==> src/rtl/ssm_scan_sequencer.sv <==
// rtl/ssm_scan_sequencer.sv - (h, p, t) scan sequencer for the SSM tile datapath
//
// Walks every (h, p) group of the SSM block, issuing TILES state tiles per
// group (t innermost, then p, then h). Addresses for the scalar, x, B/C and
// h_prev stores are presented while in FETCH so the 1-cycle SRAMs have data
// ready when the tile is offered in ISSUE. Each finished group's flat index
// h*P+p is queued so returning y results are tagged in order. The queue depth
// doubles as a credit limit on outstanding groups.
//
// Ports:
//   clk, rst        clock, synchronous active-high reset
//   start_i         begin a scan (sampled only while idle)
//   busy_o, done_o  scan in progress / one-cycle completion pulse
//   scal_addr_o     h            (dt, dt_bias, A, D)
//   x_addr_o        h*P+p        (x)
//   bc_addr_o       t            (B/C tile)
//   hprev_addr_o    (h*P+p)*TILES+t (h_prev tile word)
//   tile_valid_o / tile_ready_i   tile handshake with the SSM block
//   y_i, y_valid_i  result from the SSM block
//   y_o, y_idx_o, y_valid_o       registered result tagged with h*P+p
//   err_o           sticky: result arrived with no group outstanding
module ssm_scan_sequencer #(
  parameter int DW      = 16,
  parameter int H       = 24,
  parameter int P       = 64,
  parameter int N_TOTAL = 128,
  parameter int N_TILE  = 16,
  parameter int MAX_OUT = 8,
  localparam int TILES  = N_TOTAL / N_TILE,
  localparam int SW     = (H > 1) ? $clog2(H) : 1,
  localparam int IW     = (H * P > 1) ? $clog2(H * P) : 1,
  localparam int TW     = (TILES > 1) ? $clog2(TILES) : 1,
  localparam int AW     = (H * P * TILES > 1) ? $clog2(H * P * TILES) : 1
) (
  input  logic          clk,
  input  logic          rst,
  input  logic          start_i,
  output logic          busy_o,
  output logic          done_o,
  output logic [SW-1:0] scal_addr_o,
  output logic [IW-1:0] x_addr_o,
  output logic [TW-1:0] bc_addr_o,
  output logic [AW-1:0] hprev_addr_o,
  output logic          tile_valid_o,
  input  logic          tile_ready_i,
  input  logic [DW-1:0] y_i,
  input  logic          y_valid_i,
  output logic [DW-1:0] y_o,
  output logic [IW-1:0] y_idx_o,
  output logic          y_valid_o,
  output logic          err_o
);

  localparam int PPW = (P > 1) ? $clog2(P) : 1;
  localparam int PW  = (MAX_OUT > 1) ? $clog2(MAX_OUT) : 1;
  localparam int CW  = $clog2(MAX_OUT + 1);

  typedef enum logic [2:0] {
    S_IDLE,
    S_FETCH,
    S_ISSUE,
    S_DRAIN,
    S_DONE
  } state_e;

  state_e state_q, state_d;

  // Scan counters; they drive the address outputs directly, so they only
  // move on a tile transfer (entry into FETCH) and stay put through ISSUE.
  logic [SW-1:0]  h_q, h_d;
  logic [PPW-1:0] p_q, p_d;
  logic [TW-1:0]  t_q, t_d;
  logic [IW-1:0]  idx_q, idx_d;   // h*P+p kept incrementally
  logic [AW-1:0]  hw_q, hw_d;     // (h*P+p)*TILES+t kept incrementally

  logic start_q;
  logic busy_q, done_q, tile_valid_q;
  logic [DW-1:0] y_q;
  logic [IW-1:0] y_idx_q;
  logic y_valid_q, err_q;

  logic [IW-1:0] fifo_q [MAX_OUT];
  logic [PW-1:0] wr_q, rd_q;
  logic [CW-1:0] count_q;

  logic push, pop, pop_err, start_take;

  assign pop     = y_valid_i && (count_q != '0);
  assign pop_err = y_valid_i && (count_q == '0);

  always_comb begin
    state_d    = state_q;
    h_d        = h_q;
    p_d        = p_q;
    t_d        = t_q;
    idx_d      = idx_q;
    hw_d       = hw_q;
    push       = 1'b0;
    start_take = 1'b0;
    case (state_q)
      S_IDLE: begin
        if (start_q) begin
          start_take = 1'b1;
          state_d    = S_FETCH;
          h_d        = '0;
          p_d        = '0;
          t_d        = '0;
          idx_d      = '0;
          hw_d       = '0;
        end
      end
      S_FETCH: begin
        // A new group may only be offered while a result slot is free.
        if ((t_q != '0) || (count_q != CW'(MAX_OUT))) begin
          state_d = S_ISSUE;
        end
      end
      S_ISSUE: begin
        if (tile_valid_q && tile_ready_i) begin
          if (t_q != TW'(TILES - 1)) begin
            t_d     = t_q + 1'b1;
            hw_d    = hw_q + 1'b1;
            state_d = S_FETCH;
          end else begin
            push = 1'b1;
            if (idx_q == IW'(H * P - 1)) begin
              // Final group: leave the addresses on the last tile.
              state_d = S_DRAIN;
            end else begin
              t_d   = '0;
              hw_d  = hw_q + 1'b1;
              idx_d = idx_q + 1'b1;
              if (p_q == PPW'(P - 1)) begin
                p_d = '0;
                h_d = h_q + 1'b1;
              end else begin
                p_d = p_q + 1'b1;
              end
              state_d = S_FETCH;
            end
          end
        end
      end
      S_DRAIN: begin
        if ((count_q == '0) && !y_valid_q) begin
          state_d = S_DONE;
        end
      end
      S_DONE: state_d = S_IDLE;
      default: state_d = S_IDLE;
    endcase
  end

  always_ff @(posedge clk) begin
    if (rst) begin
      state_q      <= S_IDLE;
      h_q          <= '0;
      p_q          <= '0;
      t_q          <= '0;
      idx_q        <= '0;
      hw_q         <= '0;
      start_q      <= 1'b0;
      busy_q       <= 1'b0;
      done_q       <= 1'b0;
      tile_valid_q <= 1'b0;
      y_q          <= '0;
      y_idx_q      <= '0;
      y_valid_q    <= 1'b0;
      err_q        <= 1'b0;
      wr_q         <= '0;
      rd_q         <= '0;
      count_q      <= '0;
    end else begin
      state_q      <= state_d;
      h_q          <= h_d;
      p_q          <= p_d;
      t_q          <= t_d;
      idx_q        <= idx_d;
      hw_q         <= hw_d;
      // start is registered once so address setup has a full cycle of slack.
      start_q      <= (state_q == S_IDLE) && !start_q && start_i;
      busy_q       <= (state_d == S_FETCH) || (state_d == S_ISSUE) || (state_d == S_DRAIN);
      done_q       <= (state_d == S_DONE);
      tile_valid_q <= (state_d == S_ISSUE);
      y_valid_q    <= pop;
      if (pop) begin
        y_q     <= y_i;
        y_idx_q <= fifo_q[rd_q];
        rd_q    <= (rd_q == PW'(MAX_OUT - 1)) ? '0 : rd_q + 1'b1;
      end
      if (push) begin
        wr_q <= (wr_q == PW'(MAX_OUT - 1)) ? '0 : wr_q + 1'b1;
      end
      if (push && !pop) begin
        count_q <= count_q + 1'b1;
      end else if (pop && !push) begin
        count_q <= count_q - 1'b1;
      end
      if (pop_err) begin
        err_q <= 1'b1;
      end else if (start_take) begin
        err_q <= 1'b0;
      end
    end
  end

  // Index storage needs no reset; occupancy is tracked by the pointers.
  always_ff @(posedge clk) begin
    if (push) begin
      fifo_q[wr_q] <= idx_q;
    end
  end

  assign busy_o       = busy_q;
  assign done_o       = done_q;
  assign tile_valid_o = tile_valid_q;
  assign scal_addr_o  = h_q;
  assign x_addr_o     = idx_q;
  assign bc_addr_o    = t_q;
  assign hprev_addr_o = hw_q;
  assign y_o          = y_q;
  assign y_idx_o      = y_idx_q;
  assign y_valid_o    = y_valid_q;
  assign err_o        = err_q;

endmodule
==> config.mk <==
export PLATFORM = sky130hd
export DESIGN_NAME = ssm_scan_sequencer
export DESIGN_NICKNAME = d
export VERILOG_FILES = /design/src/rtl/ssm_scan_sequencer.sv
export SDC_FILE = /design/constraint.sdc
export NUM_CORES = 1
export LEC_CHECK = 0
export CAP_MARGIN = 5
export CORE_MARGIN = 2
export CORE_UTILIZATION = 45
export CTS_CLUSTER_DIAMETER = 80
export DETAILED_ROUTE_END_ITERATION = 16
export PLACE_DENSITY = 0.66
export SYNTH_ARGS = -nofsm -noshare
export SYNTH_HDL_FRONTEND = slang
export SYNTH_SLANG_ARGS = --single-unit
==> constraint.sdc <==
create_clock -name clk -period 3.55 [get_ports clk]
set_input_delay 0.355 -clock clk [delete_from_list [all_inputs] [get_ports clk]]
set_output_delay 0.355 -clock clk [all_outputs]
set_load 0.01 [all_outputs]
Figure 1. Met1 routing (run 1).
Scale bar: 50 um.
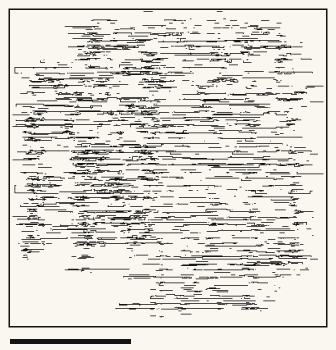
nets with wire on the layer	662
share of all routed wire	44%
longest straight run	32.7 um
main direction	horizontal
met1 track demand over resource: 0.253
Total Routed Length: 15800 um
via count: 5130

Figure 2. Metal 2 (run 1).
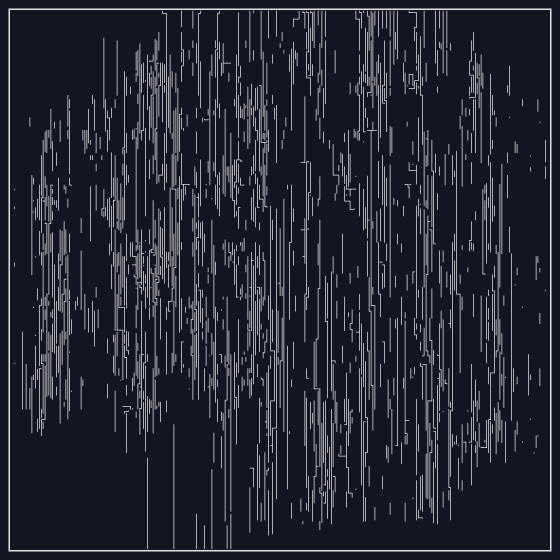
share of all routed wire	50%
wire length on this layer	7940 um
main direction	vertical

Figure 3. The metal 3 layer (run 1).
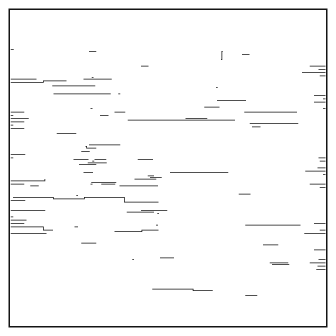
main direction	horizontal
nets with wire on the layer	78
share of all routed wire	4.8%
wire length on this layer	761 um
longest straight run	44.2 um

==> results.json, run 1 <==
{
  "status": "finished clean",
  "drc": 0,
  "top_cells_by_area": "sky130_fd_sc_hd__edfxtp_1 36%, sky130_fd_sc_hd__dfxtp_1 23%, sky130_fd_sc_hd__mux4_2 6.8%",
  "critical_path.startpoint_type": "flip-flop",
  "final_nets": 714,
  "maxClockFrequency_ghz": 0.328,
  "gr-total-overflow": 0,
  "synth-seq-cells": 173,
  "synth.avg_cell_area_um2": 12.3,
  "ctsHoldBuffers": 0,
  "slew_viol_final": 0,
  "worstHoldStart": "y_o[14]$_SDFFE_PP0P_",
  "grt_antenna_before_repair": 0,
  "post-route-period-util": 0.859,
  "hold_ws_ns": 0.455,
  "ios": 86,
  "timing.critical_path.required_ns": 3.85,
  "timing.setup.tns_ns": 0,
  "synth_sequential_area_ratio": 0.598,
  "rr_startpoint": "state_q[1]$_SDFF_PP0_",
  "final_layout_top_logic_cells": "88 x sky130_fd_sc_hd__edfxtp_1, 85 x sky130_fd_sc_hd__dfxtp_1, 85 x sky130_fd_sc_hd__clkdlybuf4s50_1, 69 x sky130_fd_sc_hd__a21oi_1, 59 x sky130_fd_sc_hd__nand2_1",
  "wire_per_inst_um": 17.4,
  "worst_skew_pair.late_latency_ns": 0.42,
  "static-leakage-power_nw": 3.00,
  "post_cts.resized_instances": 0,
  "globalRouteMet3Util": 0.0423,
  "setup_violations": 0,
  "ys_cells": 591,
  "synth.top_cell.area_share": 0.364,
  "grt_max_degree": 46,
  "groute.layer.met2.usage": 0.315,
  "dr.first_iter.drc_count": 378,
  "worst-setup-path-type": "flip-flop to flip-flop",
  "buffers_on_ports": 85,
  "globalRoute.busiestLayer": "met2",
  "global_route.usage.total": 0.192,
  "tritoncts": "yes",
  "htree_levels": 4,
  "synth.cells.most_frequent": "88 x sky130_fd_sc_hd__edfxtp_1, 85 x sky130_fd_sc_hd__dfxtp_1, 69 x sky130_fd_sc_hd__a21oi_1",
  "top_area_cell": "sky130_fd_sc_hd__edfxtp_1",
  "reg2reg_setup_slack_ns": 0.50,
  "count_of_flip_flops_with_a_built_in_enable_after_synthesis": 88,
  "dr.pass1.iters": 5,
  "gpl.final_weighted_congestion": 0.766,
  "tool_warnings": 27,
  "antennaDiodeCount": 0,
  "whs_path_depth": 2,
  "worst_hold_path_type": "flip-flop to flip-flop",
  "fp_util": 0.459,
  "hold_viol": 0,
  "final_common_cell": "sky130_fd_sc_hd__edfxtp_1",
  "yosys_warnings": 0,
  "synth_chip_area_um2": 7260,
  "timing_worst_slew_pin_value_ns": 0.972,
  "design.die.area_um2": 17200,
  "core.rowCount": 46,
  "fp.dieW_um": 131
}
-- run 1: area by class of cell --
| class | count | area share |
|---|---|---|
| Multi-Input combinational cell | 372 | 0.306 |
| Sequential cell | 173 | 0.485 |
| Clock inverter | 14 | 0.0169 |
| Clock buffer | 18 | 0.0479 |
| Inverter | 11 | 0.00461 |
| Tap cell | 216 | 0.0302 |
| Timing Repair Buffer | 103 | 0.110 |
-- run 1: registers in the layout (all words and copies together), names as in the netlist --
register,cells
fifo_q,88
y_o,16
hprev_addr_o,14
x_addr_o,11
y_idx_o,11
p_q,6
scal_addr_o,5
count_q,4
bc_addr_o,3
rd_q,3
state_q,3
wr_q,3
busy_o,1
done_o,1
err_o,1
start_q,1
tile_valid_o,1
y_valid_o,1
-- run 1: worst max-delay path by stage --
stage	startpoint	endpoint	slack (ns)	depth (start not counted)
4_1_cts	state_q[1]$_SDFF_PP0_	count_q[3]$_SDFFE_PP0P_	0.53	10
5_1_grt	state_q[1]$_SDFF_PP0_	count_q[3]$_SDFFE_PP0P_	0.33	10
2_1_floorplan	count_q[0]$_SDFFE_PP0P_	count_q[3]$_SDFFE_PP0P_	0.66	12
3_3_place_gp	tile_ready_i	count_q[3]$_SDFFE_PP0P_	0.52	11
3_5_place_dp	tile_ready_i	count_q[3]$_SDFFE_PP0P_	0.38	11
6_report	state_q[1]$_SDFF_PP0_	count_q[3]$_SDFFE_PP0P_	0.50	10
-- run 1: worst max-delay path, cell delays in order (launching register included) --
cell and delay, ns:
sky130_fd_sc_hd__dfxtp_1 0.60, sky130_fd_sc_hd__and3_1 0.27, sky130_fd_sc_hd__nand3_1 0.28, sky130_fd_sc_hd__inv_1 0.23, sky130_fd_sc_hd__ha_1 0.20, sky130_fd_sc_hd__inv_1 0.10, sky130_fd_sc_hd__ha_1 0.28, sky130_fd_sc_hd__a21o_1 0.18
sky130_fd_sc_hd__a21oi_1 0.20, sky130_fd_sc_hd__mux2i_1 0.25, sky130_fd_sc_hd__mux2_2 0.35
-- run 1: kinds of logic after synthesis --
group | after synthesis | synth area share
flip-flops | 173 | 0.598
adder cells (fa/ha/maj) | 15 | 0.0269
buffers and inverters | 46 | 0.0267
AND-OR/OR-AND | 141 | 0.119
multiplexers | 38 | 0.0904
XOR/XNOR | 2 | 0.00241
AND/OR/NAND/NOR | 176 | 0.137
-- run 1: through the flow --
stage / instance area (um2) / setup slack, ns / instances / util / total power [mW]
after global routing: 8960 / 0.327 / 907 / 0.566 / 4.16
after floorplan: 7260 / 0.664 / 591 / - / 2.20
after global placement: 8380 / 0.523 / 875 / 0.529 / 2.25
final: 8960 / 0.500 / 907 / 0.566 / 4.03
after CTS: 8960 / 0.533 / 907 / 0.566 / 4.07
after detailed placement: 8380 / 0.376 / 875 / 0.529 / 2.25
-- run 1: where the power goes --
part	switching, mW	internal [mW]	leakage [nW]	total [mW]
Clock	0.729	1.09	0.279	1.82
Combinational	0.0664	0.0479	1.11	0.114
Sequential	0.00844	2.09	1.61	2.10
-- run 1: metal layers --
| layer | part of all wire | wire length (um) |
|---|---|---|
| met3 | 0.048 | 760 |
| met4 | 0.015 | 231 |
| met5 | 0 | 0 |
| met2 | 0.50 | 7940 |
| met1 | 0.44 | 6900 |
==> run 2: changes to the inputs <==
--- a/config.mk
+++ b/config.mk
@@ -7,10 +7,9 @@
 export LEC_CHECK = 0
 export CAP_MARGIN = 5
 export CORE_MARGIN = 2
-export CORE_UTILIZATION = 45
+export CORE_UTILIZATION = 40
 export CTS_CLUSTER_DIAMETER = 80
 export DETAILED_ROUTE_END_ITERATION = 16
-export PLACE_DENSITY = 0.66
 export SYNTH_ARGS = -nofsm -noshare
 export SYNTH_HDL_FRONTEND = slang
 export SYNTH_SLANG_ARGS = --single-unit
Figure 4. Congestion heat map (run 2).
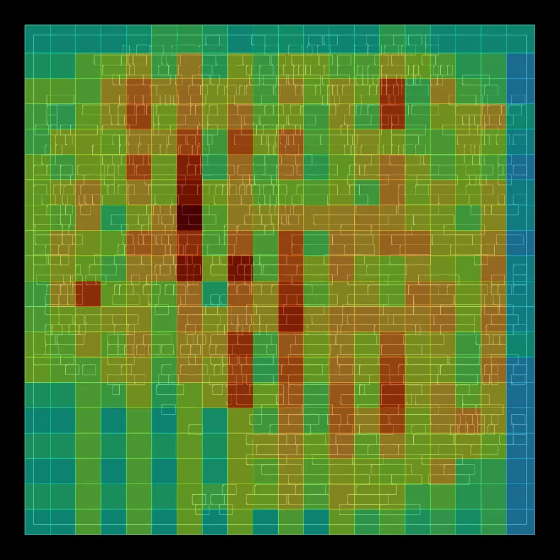
met3 capacity usage during global routing: 0.0421
layer with the highest usage: met2
Wirelength per Cell: 17.4 um
met1 track demand over resource: 0.213
final core area utilization: 0.499

==> run 2 against run 1 <==
Synthesized cell count is the same; setup slack lost 0.016 ns; synthesized area is the same; die size grew 12%; largest cell class unchanged.
==> results.json, run 2 <==
{
  "count_of_flip_flops_with_a_built_in_enable_after_synthesis": 88,
  "dr.first_iter.drc_count": 286,
  "hold_ws_ns": 0.457,
  "ios": 86,
  "area_of_the_placeable_core_um2": 17900,
  "timing.setup.tns_ns": 0,
  "tritoncts": "yes",
  "hold_viol": 0,
  "worstHoldStart": "y_o[3]$_SDFFE_PP0P_",
  "ctsHoldBuffers": 0,
  "synth-seq-cells": 173,
  "global_route.usage.total": 0.169,
  "post-route-period-util": 0.864,
  "timing.critical_path.required_ns": 3.86,
  "dr.pass1.iters": 5,
  "synth.top_cell.area_share": 0.364,
  "grt_max_degree": 46,
  "slew_viol_final": 0,
  "rr_startpoint": "count_q[0]$_SDFFE_PP0P_",
  "worst-setup-path-type": "flip-flop to flip-flop",
  "top_area_cell": "sky130_fd_sc_hd__edfxtp_1",
  "worst_hold_path_type": "flip-flop to flip-flop",
  "final_nets": 712,
  "fp_util": 0.406,
  "gpl.final_weighted_congestion": 0.803,
  "ys_cells": 591,
  "final_common_cell": "sky130_fd_sc_hd__edfxtp_1",
  "syn2layout_area_growth_pct": 23.1,
  "final_layout_top_logic_cells": "88 x sky130_fd_sc_hd__edfxtp_1, 85 x sky130_fd_sc_hd__dfxtp_1, 85 x sky130_fd_sc_hd__clkdlybuf4s50_1, 69 x sky130_fd_sc_hd__a21oi_1, 59 x sky130_fd_sc_hd__nand2_1",
  "setup.worst_path.start": "count_q[0]$_SDFFE_PP0P_",
  "top_cells_by_area": "sky130_fd_sc_hd__edfxtp_1 36%, sky130_fd_sc_hd__dfxtp_1 23%, sky130_fd_sc_hd__mux4_2 6.8%",
  "critical_path.startpoint_type": "flip-flop",
  "crit_fanout": 22,
  "design.die.area_um2": 19300,
  "synth.cells.most_frequent": "88 x sky130_fd_sc_hd__edfxtp_1, 85 x sky130_fd_sc_hd__dfxtp_1, 69 x sky130_fd_sc_hd__a21oi_1",
  "synth.avg_cell_area_um2": 12.3,
  "largest_register_ffs": 88,
  "core.rowCount": 49,
  "status": "finished clean",
  "via_density": 5.57,
  "yosys_warnings": 0,
  "worst_skew_pair.late_latency_ns": 0.43,
  "setup_violations": 0,
  "fp.dieW_um": 139,
  "htree_levels": 4,
  "tool_warnings": 27,
  "post_cts.resized_instances": 0,
  "timing_worst_slew_pin_value_ns": 1.04,
  "gr-total-overflow": 0,
  "whs_path_depth": 2,
  "setup_ws_ns": 0.484,
  "dp.final_hpwl_um": 10300,
  "finalClockSkew_ns": 0.0144,
  "drc": 0,
  "maxClockFrequency_ghz": 0.326,
  "static-leakage-power_nw": 2.97,
  "synth_chip_area_um2": 7260,
  "largest_register": "fifo_q",
  "synth_sequential_area_ratio": 0.598
}
Figure 5. Metal 2 (run 2).
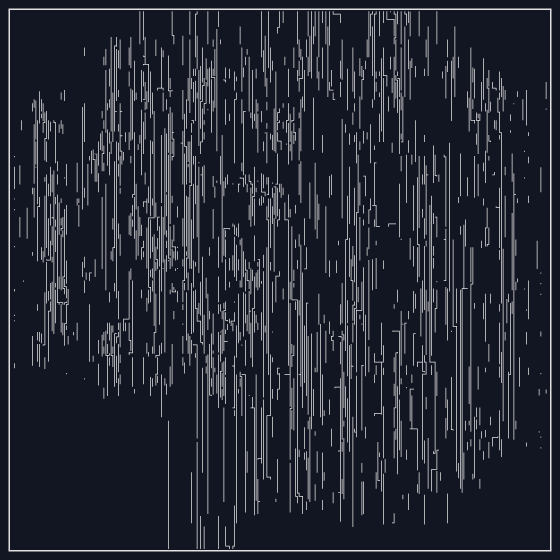
longest straight run	68.3 um
share of all routed wire	52%
wire length on this layer	8220 um
main direction	vertical
nets with wire on the layer	610
GRT met2 Usage: 0.292
via count: 5117
Total Routed Length: 15900 um

==> run 2: cell counts after synthesis <==
No cell type changed its count.
==> run 2: worst paths after layout <==
kind	slack, ns	end
worst max-delay path	0.48	count_q[3]$_SDFFE_PP0P_
worst min-delay path	0.46	y_o[3]$_SDFFE_PP0P_
worst min register to register	0.46	y_o[3]$_SDFFE_PP0P_
worst max register to register	0.48	count_q[3]$_SDFFE_PP0P_
==> run 2: critical path, cell delays in order (launching register included) <==
cell                      delay, ns
sky130_fd_sc_hd__dfxtp_1       0.37
sky130_fd_sc_hd__or4_1         0.56
sky130_fd_sc_hd__and2_1        0.20
sky130_fd_sc_hd__inv_2         0.28
sky130_fd_sc_hd__ha_1          0.24
sky130_fd_sc_hd__inv_1         0.10
sky130_fd_sc_hd__ha_1          0.29
sky130_fd_sc_hd__a21o_1        0.18
sky130_fd_sc_hd__a21oi_1       0.17
sky130_fd_sc_hd__mux2i_1       0.21
sky130_fd_sc_hd__mux2_2        0.34
==> run 2: power by group <==
group | internal [mW] | switching (mW) | leakage (nW)
registers | 2.09 | 0.0115 | 1.61
logic | 0.0468 | 0.0640 | 1.11
clock network | 1.02 | 0.733 | 0.260
total | 3.16 | 0.809 | 2.97
==> run 2: final cells by class <==
cell class	instances	area, um2	area share
clock inverters	13	125	0.0140
inverters	11	41.3	0.00462
multi-input cells	372	2740	0.306
flip-flops and latches	173	4340	0.486
clock buffers	19	433	0.0484
well taps	229	287	0.0321
repair buffers	101	971	0.109
==> run 2: metal layers <==
layer / wire length, um / track usage / vias to the layer above
li1: - / - / 2464
met1: 6960 / 0.213 / 2533
met2: 8220 / 0.292 / 105
met3: 615 / 0.0421 / 15
met4: 150 / 0.0436 / 0
met5: 0 / 0 / -
==> run 2: logic make-up (layout without fill, tap and decap cells) <==
| group | Yosys count | count (layout) | synth area share |
|---|---|---|---|
| XOR/XNOR | 2 | 2 | 0.00241 |
| multiplexers | 38 | 38 | 0.0904 |
| AND-OR/OR-AND | 141 | 141 | 0.119 |
| AND/OR/NAND/NOR | 176 | 176 | 0.137 |
| flip-flops | 173 | 173 | 0.598 |
| adder cells (fa/ha/maj) | 15 | 15 | 0.0269 |
| buffers and inverters | 46 | 144 | 0.0267 |
==> run 2: metrics by stage <==
step / instance area, um2 / total power [mW] / std cells
after floorplan: 7260 / 2.20 / 591
final: 8940 / 3.97 / 918
after global placement: 8380 / 2.25 / 886
after global routing: 8940 / 4.11 / 918
after CTS: 8940 / 4.01 / 918
after detailed placement: 8380 / 2.25 / 886
No activity file was given, so power comes from the tool's default toggle rates.
